--- src/rtl/freq_cnt_pkg.sv ---
// freq_cnt_pkg: shared types and constants for the frequency-meter
// measurement stage (FSM state encoding, BCD digit type, digit limit).
package freq_cnt_pkg;

    // Measurement FSM states. WAIT_CLR is the reset encoding (all zeros).
    typedef enum logic [1:0] {
        WAIT_CLR = 2'd0,
        ARMED    = 2'd1,
        COUNT    = 2'd2,
        DONE     = 2'd3
    } fsm_state_t;

    // One packed-BCD decade.
    typedef logic [3:0] bcd_digit_t;

    // Largest legal value of a decade.
    localparam bcd_digit_t BCD_MAX = 4'd9;

    // Next value of a decade on increment: 9 wraps to 0.
    function automatic bcd_digit_t bcd_next(input bcd_digit_t d);
        return (d == BCD_MAX) ? 4'd0 : d + 4'd1;
    endfunction

endpackage

--- src/rtl/freq_count_latch_if.sv ---
// freq_count_latch_if: sequencer-side inputs, display-side held outputs and
// debug observation points of the measurement stage.
//
// Handshake: valid is a one-cycle strobe, high on the cycle bcd_out and
// overflow have just been updated. There is no ready; the display side must
// take the data whenever it likes, since bcd_out holds until the next latch.
interface freq_count_latch_if #(
    parameter int DIGITS = 8
);
    import freq_cnt_pkg::*;

    // Sequencer / signal side
    logic                  sig_in;
    logic                  gate;
    logic                  latch;
    logic                  cnt_clr;

    // Display side
    logic [4*DIGITS-1:0]   bcd_out;
    logic                  overflow;
    logic                  valid;

    // Debug: FSM state, working counter, and a pulse when the counter
    // wraps past all-9s.
    fsm_state_t            state_dbg;
    logic [4*DIGITS-1:0]   cnt_dbg;
    logic                  wrap_dbg;

    modport master (
        output sig_in, gate, latch, cnt_clr,
        input  bcd_out, overflow, valid, state_dbg, cnt_dbg, wrap_dbg
    );

    modport slave (
        input  sig_in, gate, latch, cnt_clr,
        output bcd_out, overflow, valid, state_dbg, cnt_dbg, wrap_dbg
    );

endinterface

--- src/rtl/freq_count_latch_bcd_digit.sv ---
// bcd_digit: one decade of the working BCD counter. Clear wins over
// increment; carry tells the next decade to step on a 9 -> 0 wrap.
module bcd_digit
    import freq_cnt_pkg::*;
(
    input  logic       clk_in,
    input  logic       rst_n,
    input  logic       clr,
    input  logic       inc,
    output bcd_digit_t q,
    output logic       carry
);

    // Decade register: clear has priority over increment.
    always_ff @(posedge clk_in or negedge rst_n) begin
        if (!rst_n) begin
            q <= 4'd0;
        end else if (clr) begin
            q <= 4'd0;
        end else if (inc) begin
            q <= bcd_next(q);
        end
    end

    // Carry is combinational so a whole ripple of 9s steps in one cycle.
    assign carry = inc && (q == BCD_MAX);

endmodule

--- src/rtl/freq_count_latch.sv ---
// freq_count_latch: counts synchronised rising edges of sig_in while the
// gate window is open, as packed BCD, and on a latch strobe in DONE copies
// the count to the held display register with a one-cycle valid pulse.
//
// Optional feature macro: FREQ_CNT_OVERFLOW_EN. When defined, a sticky
// working overflow flag sets on the increment past all-9s and is carried to
// overflow at latch. When undefined, overflow is tied low and the counter
// wraps silently.
module freq_count_latch
    import freq_cnt_pkg::*;
#(
    parameter int DIGITS      = 8,
    parameter int SYNC_STAGES = 2
) (
    input  logic               clk_in,
    input  logic               rst_n,
    freq_count_latch_if.slave  bus
);

    localparam int W = 4 * DIGITS;

    // Bit positions of the four asynchronous inputs in the sync bundle.
    localparam int B_SIG   = 0;
    localparam int B_GATE  = 1;
    localparam int B_LATCH = 2;
    localparam int B_CLR   = 3;

    // ------------------------------------------------------------------
    // Input synchronisers and edge detectors
    // ------------------------------------------------------------------
    logic [3:0] in_raw;
    logic [3:0] sync_q [SYNC_STAGES];
    logic [3:0] prev_q;
    logic [3:0] sync_out;
    logic [3:0] rise;

    assign in_raw   = {bus.cnt_clr, bus.latch, bus.gate, bus.sig_in};
    assign sync_out = sync_q[SYNC_STAGES-1];

    // Synchroniser chain plus one flop of history for edge detection.
    always_ff @(posedge clk_in or negedge rst_n) begin
        if (!rst_n) begin
            for (int i = 0; i < SYNC_STAGES; i++) begin
                sync_q[i] <= 4'd0;
            end
            prev_q <= 4'd0;
        end else begin
            sync_q[0] <= in_raw;
            for (int i = 1; i < SYNC_STAGES; i++) begin
                sync_q[i] <= sync_q[i-1];
            end
            prev_q <= sync_out;
        end
    end

    assign rise = sync_out & ~prev_q;

    logic sig_rise;
    logic gate_rise;
    logic gate_fall;
    logic latch_rise;
    logic clr_rise;

    assign sig_rise   = rise[B_SIG];
    assign gate_rise  = rise[B_GATE];
    assign gate_fall  = prev_q[B_GATE] & ~sync_out[B_GATE];
    assign latch_rise = rise[B_LATCH];
    assign clr_rise   = rise[B_CLR];

    // ------------------------------------------------------------------
    // Measurement FSM
    // ------------------------------------------------------------------
    fsm_state_t state_q;
    fsm_state_t state_d;
    logic       count_en;
    logic       latch_fire;

    // State register; reset discards any measurement in progress.
    always_ff @(posedge clk_in or negedge rst_n) begin
        if (!rst_n) begin
            state_q <= WAIT_CLR;
        end else begin
            state_q <= state_d;
        end
    end

    // Next state: a clear edge always re-arms, even when it coincides with
    // the latch edge in DONE (the latch still sees the pre-clear count).
    always_comb begin
        state_d = state_q;
        if (clr_rise) begin
            state_d = ARMED;
        end else begin
            case (state_q)
                WAIT_CLR: state_d = WAIT_CLR;
                ARMED:    if (gate_rise)  state_d = COUNT;
                COUNT:    if (gate_fall)  state_d = DONE;
                DONE:     if (latch_rise) state_d = WAIT_CLR;
                default:  state_d = WAIT_CLR;
            endcase
        end
    end

    // FSM outputs: an edge on the same cycle as the gate falling edge is
    // still counted because the state is still COUNT on that cycle.
    always_comb begin
        count_en   = 1'b0;
        latch_fire = 1'b0;
        if (state_q == COUNT) begin
            count_en = sig_rise;
        end
        if (state_q == DONE) begin
            latch_fire = latch_rise;
        end
    end

    // ------------------------------------------------------------------
    // Working BCD counter, one decade per instance
    // ------------------------------------------------------------------
    logic [W-1:0]      cnt_q;
    logic [DIGITS-1:0] inc;
    logic [DIGITS-1:0] carry;
    logic              wrap;

    assign inc[0] = count_en;

    for (genvar g = 0; g < DIGITS; g++) begin : g_digit
        bcd_digit u_digit (
            .clk_in (clk_in),
            .rst_n  (rst_n),
            .clr    (clr_rise),
            .inc    (inc[g]),
            .q      (cnt_q[4*g +: 4]),
            .carry  (carry[g])
        );
        if (g < DIGITS - 1) begin : g_chain
            assign inc[g+1] = carry[g];
        end
    end

    // Carry out of the top decade: the increment past all-9s.
    assign wrap = carry[DIGITS-1];

    // ------------------------------------------------------------------
    // Held display register
    // ------------------------------------------------------------------
    logic [W-1:0] bcd_q;
    logic         valid_q;

    // Capture on latch in DONE; unaffected by clears or counting otherwise.
    always_ff @(posedge clk_in or negedge rst_n) begin
        if (!rst_n) begin
            bcd_q   <= '0;
            valid_q <= 1'b0;
        end else begin
            valid_q <= latch_fire;
            if (latch_fire) begin
                bcd_q <= cnt_q;
            end
        end
    end

`ifdef FREQ_CNT_OVERFLOW_EN
    logic ovf_work_q;
    logic ovf_q;

    // Sticky working overflow: cleared by a clear edge, set on wrap.
    always_ff @(posedge clk_in or negedge rst_n) begin
        if (!rst_n) begin
            ovf_work_q <= 1'b0;
        end else if (clr_rise) begin
            ovf_work_q <= 1'b0;
        end else if (wrap) begin
            ovf_work_q <= 1'b1;
        end
    end

    // Held overflow follows the working flag at latch time only.
    always_ff @(posedge clk_in or negedge rst_n) begin
        if (!rst_n) begin
            ovf_q <= 1'b0;
        end else if (latch_fire) begin
            ovf_q <= ovf_work_q;
        end
    end

    assign bus.overflow = ovf_q;
`else
    assign bus.overflow = 1'b0;
`endif

    assign bus.bcd_out   = bcd_q;
    assign bus.valid     = valid_q;
    assign bus.state_dbg = state_q;
    assign bus.cnt_dbg   = cnt_q;
    assign bus.wrap_dbg  = wrap;

endmodule

--- src/flat_wrapper.sv ---
// flat-port wrapper written by rule: the top's interface ports become plain ports
module freq_count_latch_flat import freq_cnt_pkg::*;
#(
    parameter int DIGITS      = 8,
    parameter int SYNC_STAGES = 2
)
  (clk_in, rst_n, bus_sig_in, bus_gate, bus_latch, bus_cnt_clr, bus_bcd_out, bus_overflow, bus_valid, bus_state_dbg, bus_cnt_dbg, bus_wrap_dbg);
  freq_count_latch_if #(.DIGITS(DIGITS)) bus_i ();
  input  logic clk_in;
  input  logic rst_n;
  input wire logic [$bits(bus_i.sig_in)-1:0] bus_sig_in;
  input wire logic [$bits(bus_i.gate)-1:0] bus_gate;
  input wire logic [$bits(bus_i.latch)-1:0] bus_latch;
  input wire logic [$bits(bus_i.cnt_clr)-1:0] bus_cnt_clr;
  output wire logic [$bits(bus_i.bcd_out)-1:0] bus_bcd_out;
  output wire logic [$bits(bus_i.overflow)-1:0] bus_overflow;
  output wire logic [$bits(bus_i.valid)-1:0] bus_valid;
  output wire logic [$bits(bus_i.state_dbg)-1:0] bus_state_dbg;
  output wire logic [$bits(bus_i.cnt_dbg)-1:0] bus_cnt_dbg;
  output wire logic [$bits(bus_i.wrap_dbg)-1:0] bus_wrap_dbg;
  assign bus_i.sig_in = bus_sig_in;
  assign bus_i.gate = bus_gate;
  assign bus_i.latch = bus_latch;
  assign bus_i.cnt_clr = bus_cnt_clr;
  assign bus_bcd_out = bus_i.bcd_out;
  assign bus_overflow = bus_i.overflow;
  assign bus_valid = bus_i.valid;
  assign bus_state_dbg = bus_i.state_dbg;
  assign bus_cnt_dbg = bus_i.cnt_dbg;
  assign bus_wrap_dbg = bus_i.wrap_dbg;
  freq_count_latch #(.DIGITS(DIGITS), .SYNC_STAGES(SYNC_STAGES)) u_core (.clk_in(clk_in), .rst_n(rst_n), .bus(bus_i));
endmodule
--- config.mk ---
export PLATFORM = sky130hd
export DESIGN_NAME = freq_count_latch_flat
export DESIGN_NICKNAME = d
export VERILOG_FILES = /design/src/rtl/freq_cnt_pkg.sv /design/src/rtl/freq_count_latch_if.sv /design/src/rtl/freq_count_latch_bcd_digit.sv /design/src/rtl/freq_count_latch.sv /design/src/flat_wrapper.sv
export SDC_FILE = /design/constraint.sdc
export NUM_CORES = 1
export LEC_CHECK = 0
export ABC_AREA = 1
export CELL_PAD_IN_SITES_DETAIL_PLACEMENT = 0
export CELL_PAD_IN_SITES_GLOBAL_PLACEMENT = 1
export CORE_ASPECT_RATIO = 1.4
export CORE_UTILIZATION = 39
export CTS_CLUSTER_DIAMETER = 200
export DETAILED_ROUTE_END_ITERATION = 10
export PLACE_DENSITY_LB_ADDON = 0.08
export SYNTH_ARGS = -nofsm -noshare
export SYNTH_HDL_FRONTEND = slang
export SYNTH_SLANG_ARGS = --single-unit
export TNS_END_PERCENT = 30
--- constraint.sdc ---
create_clock -name clk_in -period 2.3 [get_ports clk_in]
set_input_delay 0.69 -clock clk_in [delete_from_list [all_inputs] [get_ports clk_in]]
set_output_delay 0.69 -clock clk_in [all_outputs]
set_load 0.02 [all_outputs]
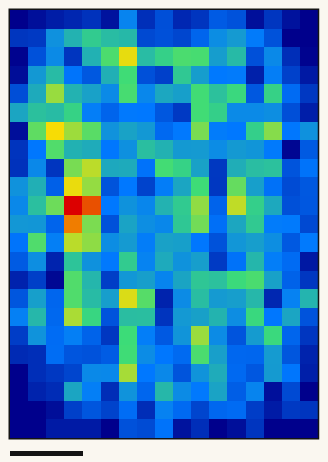
*Routed metal per tile, run 1*
Bar = 20 µm. The die is cut into 17 by 23 equal tiles; dark blue is low, red is high, scaled to the fullest tile. Values are wire area over tile area, all layers added.
12% of the tiles are over half the peak. The fullest tile reaches 0.50. 5.1% of the tiles are nearly empty.
DRT Wirelength: 8680 µm
vias: 2963
Total GRT Usage: 19.4%
drt wl/cell: 13.9 µm

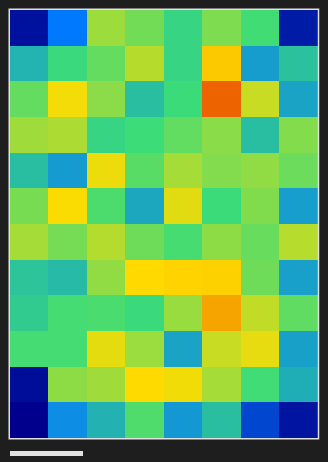
*Placement density heat map, run 1*
Bar = 20 µm. The die is cut into 8 by 12 equal tiles; dark blue is low, red is high, 0 to 100% covered.
1.0% of the tiles are nearly empty. The fullest tile reaches 89%. 7.3% of the tiles are over 75% full.
Core Util, Final: 57.6%
Core Area: 9080 µm²

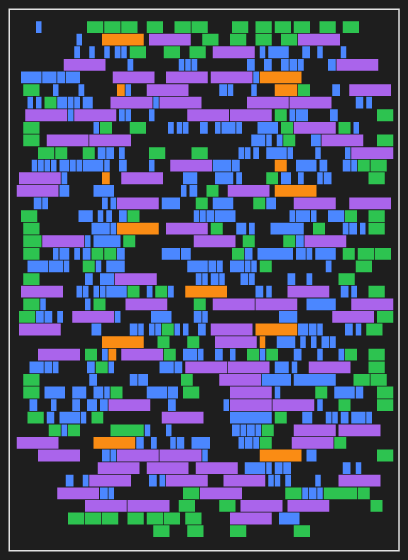
*Placement by cell class, run 1*
Key: other buffers and delay cells = green [cells 127, share of their area 23%]; all other logic = blue [cells 296, share of their area 33%]; clock drivers and dummy loads = orange [cells 15, share of their area 5.2%]; flip-flops = purple [cells 79, share of their area 39%]
fraction of area in registers: 37.8%
fin area: 5230 µm²
# rows: 41

==> flow_summary.ini, run 1 <==
; synthesis and place-and-route metrics
[run_status]
outcome = complete, but fails checks
violations = design-rule violations, negative setup slack

[final_timing]
fin_ws_ps = -174
fin_crit_ps = 2470
rsz0062_at_grt = true
hold_violations = 0
setup_viol = 1
drv_slew = 0

[run]
warning_count = 38

[pwr]
intPower_w = 0.00281
p_total_w = 0.00406
pwr-share-seq_pct = 40.1
p_leak_nw = 2.57
vdd_ir_drop_max_mv = 0.504

[synthesis]
ys_area_um2 = 3660
syn_inst = 385
yosys-top-cells-count = nand2_1, dfrtp_1, inv_1
top_area_share_pct = 54.1
synth_cell_types = 34

[placement]
place_area_um2 = 4890

[global_routing]
grt_pass1_wl_um = 14300

[routing]
drt_iter0_markers = 188
drc = 14
viasPerCell = 4.75

[critical_path]
worstPathRequired_ps = 1610

[clocking]
cts_inserted_buffers = 9
cts_tree = done

[floorplanning]
fp-utilization_pct = 40.3

[layout]
fillCellCount = 827
[run 1: layout by cell type, fill, tap and decap left out, drive strengths merged, types with 7 or more instances in the layout]
cell type and instances:
inv 42, nand4 13, clkdlybuf4s50 71, nand2 98, clkbuf 11, dfrtp 79
nand3 21, buf 56, o21ai 46, nor3 7, xor2 12, nor2 28
ha 19
[run 1: registers in the layout, summed over array words and instances (netlist names)]
signal	cells
u_core.bus.bcd_out	32
u_core.sync_q	4
u_core.bus.state_dbg	2
u_core.sync_out	4
u_core.g_digit.u_digit.q	32
u_core.bus.valid	1
u_core.prev_q	4
[run 1: worst max-delay path by stage]
stage                         to  slack, ps  cells after the start
global placement    bus_wrap_dbg       -410                      9
CTS                 bus_wrap_dbg       -240                      9
finish              bus_wrap_dbg       -170                      9
detailed placement  bus_wrap_dbg       -410                      9
floorplan           bus_wrap_dbg         10                      8
global route        bus_wrap_dbg       -260                      9
[run 1: power by group through the flow]
stage / clock (W) / sequential, W / combinational [W]
6_report: 0.00129 / 0.00163 / 0.00114
5_1_grt: 0.00139 / 0.00164 / 0.00127
4_1_cts: 0.00132 / 0.00163 / 0.00114
3_5_place_dp: 0 / 0.00164 / 0.00111
3_3_place_gp: 0 / 0.00164 / 0.00111
2_1_floorplan: 0 / 0.00186 / 0.000326
[run 1: metrics by stage]
stage | util, % | TNS, ps | cells | worst slack, ps
final | 57.6 | -174 | 624 | -174
after global routing | 57.6 | -265 | 624 | -265
after CTS | 57.3 | -241 | 623 | -241
after detailed placement | 53.8 | -408 | 608 | -408
after global placement | 53.8 | -408 | 608 | -408
after floorplan | - | 0 | 385 | 12.3
[run 1: cell families (layout without fill, tap and decap cells)]
kind of cell,Yosys count,in the layout,share of synthesized area (%)
AND-OR/OR-AND,52,52,7.53
XOR/XNOR,13,13,3.11
adder cells (fa/ha/maj),19,19,6.50
buffers and inverters,52,184,5.92
flip-flops,79,79,54.1
other,1,1,0.103
AND/OR/NAND/NOR,169,169,22.8
[run 1: critical path, cell delays in order (launching register included)]
cell and delay [ps]:
dfrtp_1 390, inv_2 90, ha_4 150, nand3_4 90
nor2_4 140, nand4_4 110, nor2_4 140, nand2_4 70
nor3_4 130, buf_6 140
[run 1: layout make-up]
cell class | count | area (µm²) | share of cell area [%]
Clock buffer | 11 | 243 | 4.64
Clock inverter | 4 | 22.5 | 0.431
Inverter | 42 | 158 | 3.01
Multi-Input combinational cell | 254 | 1540 | 29.4
Sequential cell | 79 | 1980 | 37.8
Tap cell | 107 | 134 | 2.56
Timing Repair Buffer | 127 | 1160 | 22.2
[run 1: per-layer routing]
metal  wire (µm)  global-route usage, %  part of all wire, %
met1        3660                   22.2                   42
met2        4460                   34.3                   51
met3         303                   3.82                  3.5
met4         257                   10.6                  3.0
met5           0                      0                    0
[run 1: repair_timing]
| item | in CTS | in global routing |
|---|---|---|
| pin swaps | 2 | 1 |
| hold endpoints to repair | 0 | 0 |
| setup endpoints to repair | 1 | 1 |
| setup buffers | 0 | 1 |
| hold buffers | 0 | 0 |
| resized | 15 | 4 |
### Congestion heat map, run 1

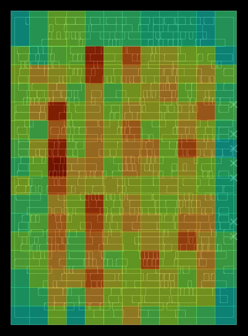

==> inputs of run 2 (changes only) <==
--- a/config.mk
+++ b/config.mk
@@ -9,7 +9,8 @@
 export CELL_PAD_IN_SITES_DETAIL_PLACEMENT = 0
 export CELL_PAD_IN_SITES_GLOBAL_PLACEMENT = 1
 export CORE_ASPECT_RATIO = 1.4
-export CORE_UTILIZATION = 39
+export CORE_UTILIZATION = 40
+export CTS_BUF_LIST = sky130_fd_sc_hd__clkbuf_4 sky130_fd_sc_hd__clkbuf_8
 export CTS_CLUSTER_DIAMETER = 200
 export DETAILED_ROUTE_END_ITERATION = 10
 export PLACE_DENSITY_LB_ADDON = 0.08
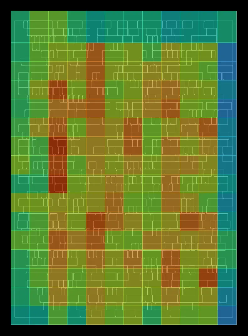
*Congestion heat map, run 2*
drt wl/cell: 13.7 µm
grt peak-use layer: met2

==> run 2 against run 1 <==
Effect of this change: the run ends with negative setup slack left; utilization up 2.5 points; die size shrank 2.4%; routed wire length shrank 0.83%; highest routed layer unchanged; power fell by 1.7%; first-iteration DRC count fell by 34%; area after synthesis did not move; sequential cell count unchanged; synthesized cell count unchanged; critical endpoint unchanged.
==> flow_summary.ini, run 2 <==
; synthesis and place-and-route metrics
[clocking]
cts_hold_buf = 0
cts_tree = done
cts_inserted_buffers = 9

[critical_path]
reg2reg_depth = 10
slowest_stage = dfrtp_1
slowest_delay_ps = 400
crit_family = simple AND/OR/NAND/NOR gates
crit_top_cell = nor2_4
critPathCaptureType = output port
path_cells = inv_2, ha_4, nand3_4, nor2_4, nand4_4, nor2_4, nand2_4, nor3_4, buf_6
worstPathRequired_ps = 1610

[placement]
place_area_um2 = 4890
pre_cts_ws_ps = -448

[synthesis]
syn_inst = 385
top_area_share_pct = 54.1
ys_area_um2 = 3660
yosys-top-cells-count = nand2_1, dfrtp_1, inv_1
synth_cell_types = 34

[run_status]
violations = negative setup slack
outcome = complete, but fails checks

[run]
warning_count = 38

[routing]
wirelength_um = 8610
num_vias = 3011
drc = 0
viasPerCell = 4.79
drt_iter0_markers = 124

[layout]
layout_top_cells = nand2_1, dfrtp_1, clkdlybuf4s50_1
lay_top_count = nand2_1
final_area_um2 = 5230

[final_timing]
setup_viol = 1
fin_ws_ps = -293
fin_crit_ps = 2590
rsz0062_at_grt = true
hold_violations = 0

[pwr]
p_leak_nw = 2.60

[floorplanning]
core_area_um2 = 8710
rows = 40

[global_routing]
grt_pass1_wl_um = 14300
[run 2: cell counts after synthesis]
Identical to the previous run, type by type.
[run 2: timing repair]
action,4_1_cts,5_1_grt
pin swaps,3,4
gates resized,16,5
buffers inserted,3,3
setup endpoints to repair,1,2
[run 2: cells by family (layout without fill, tap and decap cells)]
| kind of cell | count (synthesis) | after routing | synth area share, % |
|---|---|---|---|
| and+or+nand+nor | 169 | 169 | 22.8 |
| DFF | 79 | 79 | 54.1 |
| AOI/OAI and AO/OA | 52 | 52 | 7.53 |
| buffers and inverters | 52 | 190 | 5.92 |
| adders and majority gates | 19 | 19 | 6.50 |
| xor gates and xnor gates | 13 | 13 | 3.11 |
| other | 1 | 1 | 0.103 |
[run 2: report_power, final]
group	switching [W]	internal, W
clock network	0.000545	0.000624
registers	0.0000933	0.00154
logic	0.000628	0.000564
[run 2: worst max-delay path by stage]
stage | startpoint | endpoint | slack [ps] | depth (start not counted)
final | u_core.bus.state_dbg[0] | bus_wrap_dbg | -290 | 9
after global routing | u_core.bus.state_dbg[0] | bus_wrap_dbg | -400 | 9
after CTS | u_core.bus.state_dbg[0] | bus_wrap_dbg | -300 | 9
after detailed placement | u_core.g_digit[0].u_digit.q[1] | bus_wrap_dbg | -450 | 9
after global placement | u_core.bus.state_dbg[0] | bus_wrap_dbg | -430 | 9
after floorplan | u_core.bus.state_dbg[0] | bus_wrap_dbg | 10 | 8
[run 2: stage by stage]
stage | power, W | hold WS, ps | instances | TNS (ps) | util, %
3_3_place_gp | 0.00275 | 335 | 606 | -431 | 56.1
6_report | 0.00399 | 273 | 628 | -293 | 60.1
4_1_cts | 0.00400 | 284 | 625 | -301 | 59.6
2_1_floorplan | 0.00218 | 331 | 385 | 0 | -
5_1_grt | 0.00423 | 307 | 628 | -400 | 60.1
3_5_place_dp | 0.00277 | 339 | 606 | -448 | 56.1
[run 2: layer usage]
metal | track usage, % | wire (µm) | vias up | part of all wire, %
met5 | 0 | 0 | - | 0
met2 | 35.5 | 4620 | 62 | 54
met4 | 8.51 | 147 | 0 | 1.7
met1 | 21.8 | 3520 | 1427 | 41
li1 | - | - | 1511 | -
met3 | 3.45 | 318 | 11 | 3.7
[run 2: layout make-up]
| cell class | count | area, µm² |
|---|---|---|
| fill | 791 | 3480 |
| inverter | 42 | 158 |
| tap | 105 | 131 |
| timing repair buffer | 132 | 1200 |
| clock buffer | 9 | 124 |
| sequential | 79 | 1980 |
| clock inverter | 7 | 103 |
| multi-input combinational | 254 | 1540 |
==> inputs of run 3 (changes only) <==
--- a/config.mk
+++ b/config.mk
@@ -6,6 +6,7 @@
 export NUM_CORES = 1
 export LEC_CHECK = 0
 export ABC_AREA = 1
+export CAP_MARGIN = 0
 export CELL_PAD_IN_SITES_DETAIL_PLACEMENT = 0
 export CELL_PAD_IN_SITES_GLOBAL_PLACEMENT = 1
 export CORE_ASPECT_RATIO = 1.4
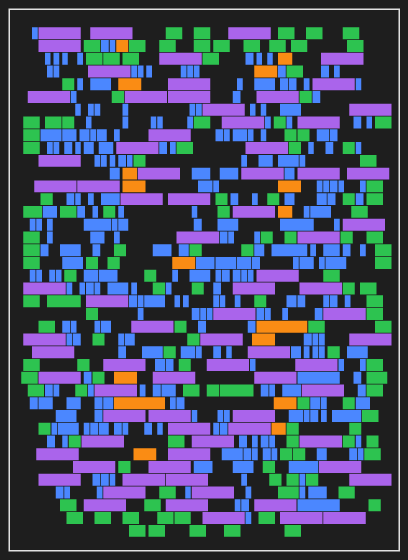
*Placement by cell class, run 3*
Key: all other logic = blue [cells 296, share of their area 33%]; clock drivers and dummy loads = orange [cells 16, share of their area 4.4%]; flip-flops = purple [cells 79, share of their area 39%]; other buffers and delay cells = green [cells 132, share of their area 24%]
Core Area: 8710 µm²
# rows: 40
fin area: 5230 µm²
fraction of area in registers: 37.8%

==> run 3 against run 2 <==
Effect of this change: the run still ends with negative setup slack left; combinational power barely moved; critical endpoint unchanged; sequential share of layout area is the same; highest routed layer unchanged; sequential power barely moved; sequential cell count unchanged; maximum frequency unchanged; clock skew stayed put.
==> flow_summary.ini, run 3 <==
; synthesis and place-and-route metrics
[critical_path]
worstSetupStartpoint = u_core.bus.state_dbg[0]
critPathCaptureType = output port
crit_family = simple AND/OR/NAND/NOR gates
cp_num_cells = 9
path_cells = inv_2, ha_4, nand3_4, nor2_4, nand4_4, nor2_4, nand2_4, nor3_4, buf_6
critPathCapture = bus_wrap_dbg
worstPathRequired_ps = 1610
slowest_stage = dfrtp_1

[synthesis]
yosys-top-cells-count = nand2_1, dfrtp_1, inv_1
fa_ha_area_share_pct = 6.50
ys_area_um2 = 3660
xor_area_share_pct = 3.11
top_area_share_pct = 54.1
syn_inst = 385
aoi_share_pct = 7.53
ys_top_logic_family = simple AND/OR/NAND/NOR gates
ys_sh_mux_pct = 0
fp_nets = 410
synth_cell_types = 34

[placement]
portBuffers = 73
place_area_um2 = 4890
placed_cells = 606

[run_status]
outcome = complete, but fails checks
violations = negative setup slack

[global_routing]
grt_max_degree = 44
grt_pass1_wl_um = 14300

[routing]
wl_per_cell_um = 13.7
num_vias = 3011
drt_iter0_markers = 124
wirelength_um = 8610
viasPerCell = 4.79

[final_timing]
hold_violations = 0
setup_viol = 1
fin_crit_ps = 2590
fin_ws_ps = -293

[layout]
area_growth_pct = 43.1
final_cells = 628
lay_top_count = nand2_1
fillCellCount = 791
layout_top_cells = nand2_1, dfrtp_1, clkdlybuf4s50_1

[pwr]
p_leak_nw = 2.60

[floorplanning]
die_w_um = 82.8
[run 3: cell counts after synthesis]
No cell type changed its count.
[run 3: worst min-delay path by stage]
| stage | startpoint | end | cells after the start |
|---|---|---|---|
| after floorplan | u_core.sync_q[4] | u_core.sync_out[0] | 0 |
| after global placement | u_core.sync_q[5] | u_core.sync_out[1] | 0 |
| after detailed placement | u_core.sync_q[5] | u_core.sync_out[1] | 0 |
| after CTS | rst_n | u_core.prev_q[0] | 1 |
| after global routing | rst_n | u_core.bus.bcd_out[2] | 1 |
| final | rst_n | u_core.sync_q[4] | 1 |
[run 3: layout make-up]
class	count	area, µm²	share of cell area [%]
Clock inverter	7	103	1.96
Tap cell	105	131	2.51
Timing Repair Buffer	132	1200	23.0
Inverter	42	158	3.01
Clock buffer	9	124	2.37
Sequential cell	79	1980	37.8
Multi-Input combinational cell	254	1540	29.4
[run 3: stage by stage]
step / setup TNS (ps) / util [%] / setup slack (ps) / hold slack [ps] / power [W]
after floorplan: 0 / - / 12.3 / 331 / 0.00218
after global placement: -431 / 56.1 / -431 / 335 / 0.00275
after detailed placement: -448 / 56.1 / -448 / 339 / 0.00277
after CTS: -301 / 59.6 / -301 / 284 / 0.00400
after global routing: -400 / 60.1 / -400 / 307 / 0.00423
final: -293 / 60.1 / -293 / 273 / 0.00399
[run 3: what timing repair did]
item                       4_1_cts  5_1_grt
buffers inserted                 3        3
cloned                           0        0
setup endpoints to repair        1        2
resized                         16        5
pin swaps                        3        4
hold buffers                     0        0
[run 3: where the power goes]
part | internal [W] | switching [W] | leakage, nW
logic | 0.000564 | 0.000628 | 1.43
registers | 0.00154 | 0.0000933 | 1.06
clock network | 0.000624 | 0.000545 | 0.111
total | 0.00272 | 0.00127 | 2.60
[run 3: kinds of logic (layout without fill, tap and decap cells)]
group | after synthesis | in the layout
compound gates | 52 | 52
xor+xnor | 13 | 13
fa+ha+maj | 19 | 19
buf+inv | 52 | 190
flops | 79 | 79
other cells | 1 | 1
simple gates | 169 | 169
[run 3: metal layers]
layer / GRT usage, % / wire (µm)
met1: 21.8 / 3520
met2: 35.5 / 4620
met3: 3.45 / 318
met4: 8.51 / 147
met5: 0 / 0
Power and IR drop assume default switching activity.
